File: config.mk
export PLATFORM = sky130hd
export DESIGN_NAME = mag_peak_find
export DESIGN_NICKNAME = d
export VERILOG_FILES = /design/src/rtl/data_type.sv /design/src/rtl/mag_peak_find.sv
export SDC_FILE = /design/constraint.sdc
export NUM_CORES = 1
export LEC_CHECK = 0
export CAP_MARGIN = 20
export CORE_AREA = 3 3 74 76
export CTS_BUF_LIST = sky130_fd_sc_hd__clkbuf_16
export DETAILED_ROUTE_END_ITERATION = 12
export DIE_AREA = 0 0 77 79
export PLACE_DENSITY = 0.83
export SLEW_MARGIN = 25
export SYNTH_ARGS = -nofsm -noshare
export SYNTH_HDL_FRONTEND = slang
export SYNTH_SLANG_ARGS = --single-unit
File: constraint.sdc
create_clock -name clk -period 4 [get_ports clk]
set_clock_uncertainty 0.1 [all_clocks]
set_input_delay 0.6 -clock clk [delete_from_list [all_inputs] [get_ports clk]]
set_output_delay 0.6 -clock clk [all_outputs]
set_load 0.05 [all_outputs]
File: src/rtl/data_type.sv
// Shared data types for the receiver datapath: magnitude sample type and
// the state encoding of the arg-max peak finder.
package data_type;

   localparam int MAG_W = 16;

   typedef logic [MAG_W-1:0] mag_t;

   typedef enum logic [1:0] {
      IDLE   = 2'd0,
      SEARCH = 2'd1,
      DONE   = 2'd2
   } mag_peak_state_t;

endpackage

File: src/rtl/mag_peak_find.sv
// Streaming arg-max over a window of WIN_LEN valid magnitude samples.
// Optional threshold detect (thr / peak_det) is built when MAG_PEAK_THR_EN is defined.
module mag_peak_find
   import data_type::*;
#(
   parameter int WIN_LEN = 64,
   parameter int IDX_W   = $clog2(WIN_LEN)
) (
   input  logic             clk,
   input  logic             rst,
   input  logic             start,
   input  logic             mag_valid,
   input  mag_t             mag_in,
`ifdef MAG_PEAK_THR_EN
   input  mag_t             thr,
   output logic             peak_det,
`endif
   output logic             busy,
   output logic             peak_valid,
   output mag_t             peak_mag,
   output logic [IDX_W-1:0] peak_idx
);

   mag_peak_state_t  r_state;
   mag_peak_state_t  w_state_next;
   logic [IDX_W-1:0] r_cnt;
   mag_t             r_max;
   logic [IDX_W-1:0] r_max_idx;

   logic             w_accept;
   logic             w_last;
   logic             w_take;
   mag_t             w_cand_mag;
   logic [IDX_W-1:0] w_cand_idx;

   assign w_accept = (r_state == SEARCH) && mag_valid;
   assign w_last   = w_accept && (r_cnt == IDX_W'(WIN_LEN - 1));
   // First sample always loads; later ones need to be strictly larger so ties keep the earliest index.
   assign w_take     = (r_cnt == '0) || (mag_in > r_max);
   assign w_cand_mag = w_take ? mag_in : r_max;
   assign w_cand_idx = w_take ? r_cnt  : r_max_idx;

   always_comb begin
      w_state_next = r_state;
      case (r_state)
         IDLE:    if (start) w_state_next = SEARCH;
         SEARCH:  if (w_last) w_state_next = DONE;
         DONE:    w_state_next = IDLE;
         default: w_state_next = IDLE;
      endcase
   end

   always_ff @(posedge clk) begin
      if (!rst) begin
         r_state   <= IDLE;
         r_cnt     <= '0;
         r_max     <= '0;
         r_max_idx <= '0;
      end else begin
         r_state <= w_state_next;
         if (w_accept) begin
            r_cnt     <= w_last ? '0 : r_cnt + IDX_W'(1);
            r_max     <= w_cand_mag;
            r_max_idx <= w_cand_idx;
         end
      end
   end

   // Published results change only on the edge that enters DONE.
   always_ff @(posedge clk) begin
      if (!rst) begin
         peak_mag <= '0;
         peak_idx <= '0;
      end else if (w_last) begin
         peak_mag <= w_cand_mag;
         peak_idx <= w_cand_idx;
      end
   end

`ifdef MAG_PEAK_THR_EN
   always_ff @(posedge clk) begin
      if (!rst) begin
         peak_det <= 1'b0;
      end else if (w_last) begin
         peak_det <= (w_cand_mag >= thr);
      end
   end
`endif

   assign busy       = (r_state != IDLE);
   assign peak_valid = (r_state == DONE);

endmodule

Figure 1. Metal 3.
The bar under the picture is 20 um long. Cells faint in the background.
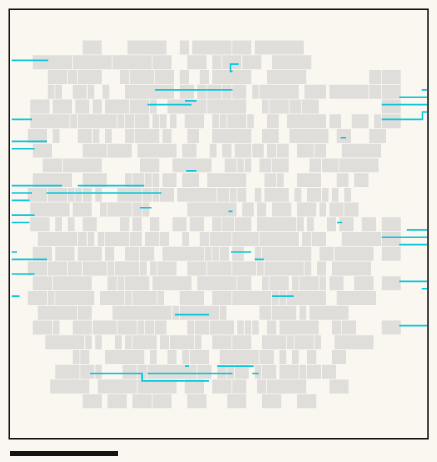
wire length on this layer	229 um
main direction	horizontal

Figure 2. Congestion heat map.
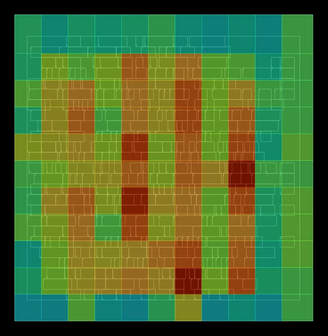
Final Util: 71.1%
GR peak layer: met2
met2 usage: 34.9%
GR Util All Layers: 20.9%

Figure 3. Met2 routing.
The bar under the picture is 20 um long. Cells faint in the background.
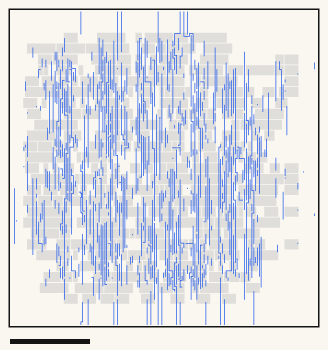
share of all routed wire	49%
main direction	vertical
wire length on this layer	3080 um
nets with wire on the layer	339
longest straight run	28.5 um
final WL: 6260 um
Vias: 2438

Figure 4. The metal 1 layer.
The bar under the picture is 20 um long. Cells faint in the background.
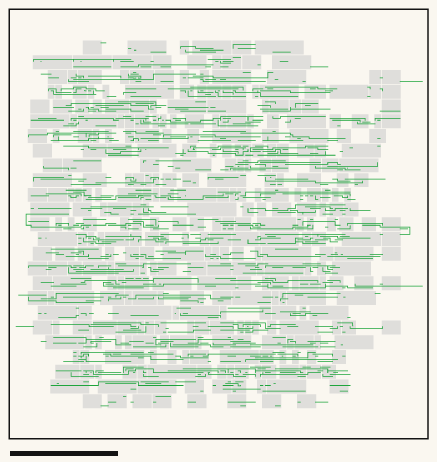
main direction	horizontal
nets with wire on the layer	349
wire length on this layer	2820 um
met1 Use GR: 26.5%

Figure 5. I/O pins on the die edge.
The bar under the picture is 20 um long. Pins as bars across the die edge, other pins in grey.
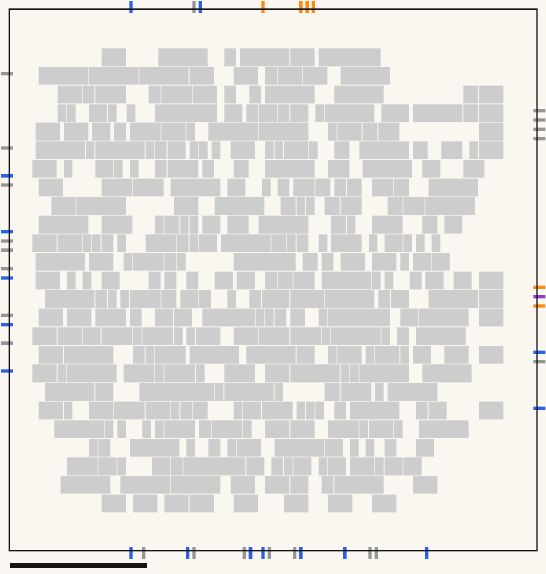
port	colour	pins	direction	edge
rst	purple	1	input	east
peak_mag	blue	16	output	7 south, 5 west, 2 east, 2 north
peak_idx	orange	6	output	4 north, 2 east
all pins by edge	14 south, 13 west, 10 east, 7 north
Die Y: 79 um
IO buf count: 43
Die Width: 77 um

==> results.txt <==
fresh numbers from the pnr run: status finished, final reports clean, Top non-seq family simple AND/OR/NAND/NOR gates, Post-Syn Instances roughly 320, post-CTS sizing 0, # IOs roughly 44, Nets at Floorplan roughly 360, dpl hpwl between 4000 and 5000 um, post-CTS setup buffer count 0, vias in the first global route 2133, Yosys chip area ~2800 um2, first-pass GRT wire length around 10000 um, Final TNS setup 0 ns, gr ovfl total 0, CTS sink count 52, Mapped Area about 2800 um2, GP Congestion 0.815, Seq/Total Area, Yosys between 30 and 40%, Slew headroom approximately 62%, EDFF count, synth 0, XOR Share, Synth between 1 and 1.5%, Worst-path clk slew around 0.07 ns, Fmax 0.356 GHz, post-synthesis simple-gate area fraction roughly 22%, ant diodes 0, Distinct cells, synth roughly 42, Critical Path RT roughly 4.1 ns, chip area about 6000 um2, largest net degree at the start of global routing roughly 52, CTS Buf Count 5, # Cells Yosys approximately 320, hold_buf cts 0, WL per Instance about 15 um, fin crit period approximately 2.8 ns, WHS Path Cells 1, DRT iter0 DRCs between 150 and 200, Area Overhead vs Synth 21.1%, CP endpoint kind flop, CTS max path bufs 2, CTS Root Cell clkbuf_16, initial antenna violation count 0, DRC viols 0, Mux area share under 10%, Top Layout Cells nand2_1, dfxtp_1, clkdlybuf4s50_1, nand3_1, Total Power about 1100 uW, ANT nets after route 0, Adder Area Share around 8.0%, top_reg_cell synth dfxtp_1, power density cells around 340 nW/um2, Rows 25, unrepaired setup endpoints after global routing false, Initial Util 58.7%, Worst VDD drop roughly 0.24 mV, ys flops 52, Max-Cap Viols 0, crit start category primary input, Top cell excl fill/tap nand2_1, Critical Path Source mag_in[15], reg2reg start r_cnt[0], Hold WC Path Type reg -> reg, htree depth 2, Layout Nets 394, yosys aoi share about 16%, Min-Delay Startpoint r_state[1], Pins Over Slew Limit 0, Final Hold Violation Tally 0, Worst-Margin Slew roughly 0.57 ns, first drt pass iteration count 4, CP Max Fanout 22, fraction of registers with async set/reset 0%, Leak 0.00126 uW, layout cell share with drive strength beyond 1 under 10%, Syn. warnings 0, syn_area_per_cell a little under 9 um2, period utilization between 70% and 80%, tool warning count 27, Reg2Reg Depth 7, Fillers 382, CTS tree done, Via density between 5 and 6, CP arrival between 2 and 3 ns, final setup fails 0, Latency at later pin ~0.29 ns, CP Class in -> reg, Core ar. 4790 um2
==> registers in the layout, summed over array words and instances, names as in the netlist <==
name,cells
peak_idx,6
r_state,2
r_max,16
r_cnt,6
r_max_idx,6
peak_mag,16
==> metrics by stage <==
| stage | util [%] | hold WS [ns] | cells | area (um2) | setup WS, ns |
|---|---|---|---|---|---|
| 2_1_floorplan | - | 0.320 | 322 | 2810 | 1.69 |
| 3_3_place_gp | 67.7 | 0.335 | 416 | 3240 | 0.998 |
| 3_5_place_dp | 67.7 | 0.347 | 416 | 3240 | 0.898 |
| 6_report | 71.1 | 0.347 | 424 | 3400 | 1.19 |
| 4_1_cts | 71.1 | 0.356 | 424 | 3400 | 1.20 |
| 5_1_grt | 71.1 | 0.367 | 424 | 3400 | 1.04 |
==> critical path, stage by stage <==
cell             delay, ns
clkdlybuf4s50_1       0.46
ha_1                  0.34
nand4_1               0.16
nor3_1                0.28
nand4_1               0.25
nor2b_4               0.54
a22oi_1               0.18
o211ai_2              0.11
==> synthesized netlist by cell type (all sizes together), types with 4 or more instances <==
| master | count | area [um2] |
|---|---|---|
| a21oi | 8 | 43.8 |
| nor2 | 4 | 15.0 |
| and2 | 8 | 52.6 |
| buf | 15 | 118 |
| nor2b | 5 | 38.8 |
| mux2i | 21 | 210 |
| o211ai | 18 | 185 |
| ha | 18 | 225 |
| nand4 | 6 | 37.5 |
| inv | 19 | 71.3 |
| nand3 | 29 | 145 |
| a22oi | 21 | 158 |
| clkbuf | 8 | 30.0 |
| nand2 | 64 | 240 |
| dfxtp | 52 | 1040 |
==> logic make-up (layout without fill, tap and decap cells) <==
| group | count (synthesis) | in the layout |
|---|---|---|
| xor gates and xnor gates | 4 | 4 |
| and+or+nand+nor | 128 | 128 |
| AOI/OAI and AO/OA | 57 | 57 |
| adders and majority gates | 18 | 18 |
| buffers and inverters | 42 | 77 |
| DFF | 52 | 52 |
| muxes | 21 | 21 |
==> path summary, 6_finish.rpt <==
| kind | end | slack (ns) |
|---|---|---|
| setup reg to reg | peak_mag[6] | 1.50 |
| hold reg to reg | r_state[0] | 0.35 |
| setup / recovery | peak_mag[6] | 1.19 |
| hold / removal | r_state[0] | 0.35 |
==> final cells by class <==
type | count | area, um2 | share of cell area (%)
multi-input combinational | 228 | 1560 | 45.8
timing repair buffer | 50 | 483 | 14.2
sequential | 52 | 1040 | 30.6
tap | 67 | 83.8 | 2.46
clock buffer | 5 | 125 | 3.68
inverter | 19 | 71.3 | 2.10
clock inverter | 3 | 38.8 | 1.14
==> power breakdown <==
part	switching, uW	internal (uW)	leakage, uW
combinational	75.7	54.4	0.000756
clock	186	292	0.0000850
sequential	10.0	527	0.000421
==> layer usage <==
metal / up-vias / GRT usage, % / routed length, um
met1: 1175 / 26.5 / 2820
met5: - / 0 / 0
met4: 0 / 9.07 / 131
met2: 53 / 34.9 / 3080
li1: 1199 / - / -
met3: 11 / 3.85 / 229
No activity file was given, so power comes from the tool's default toggle rates.
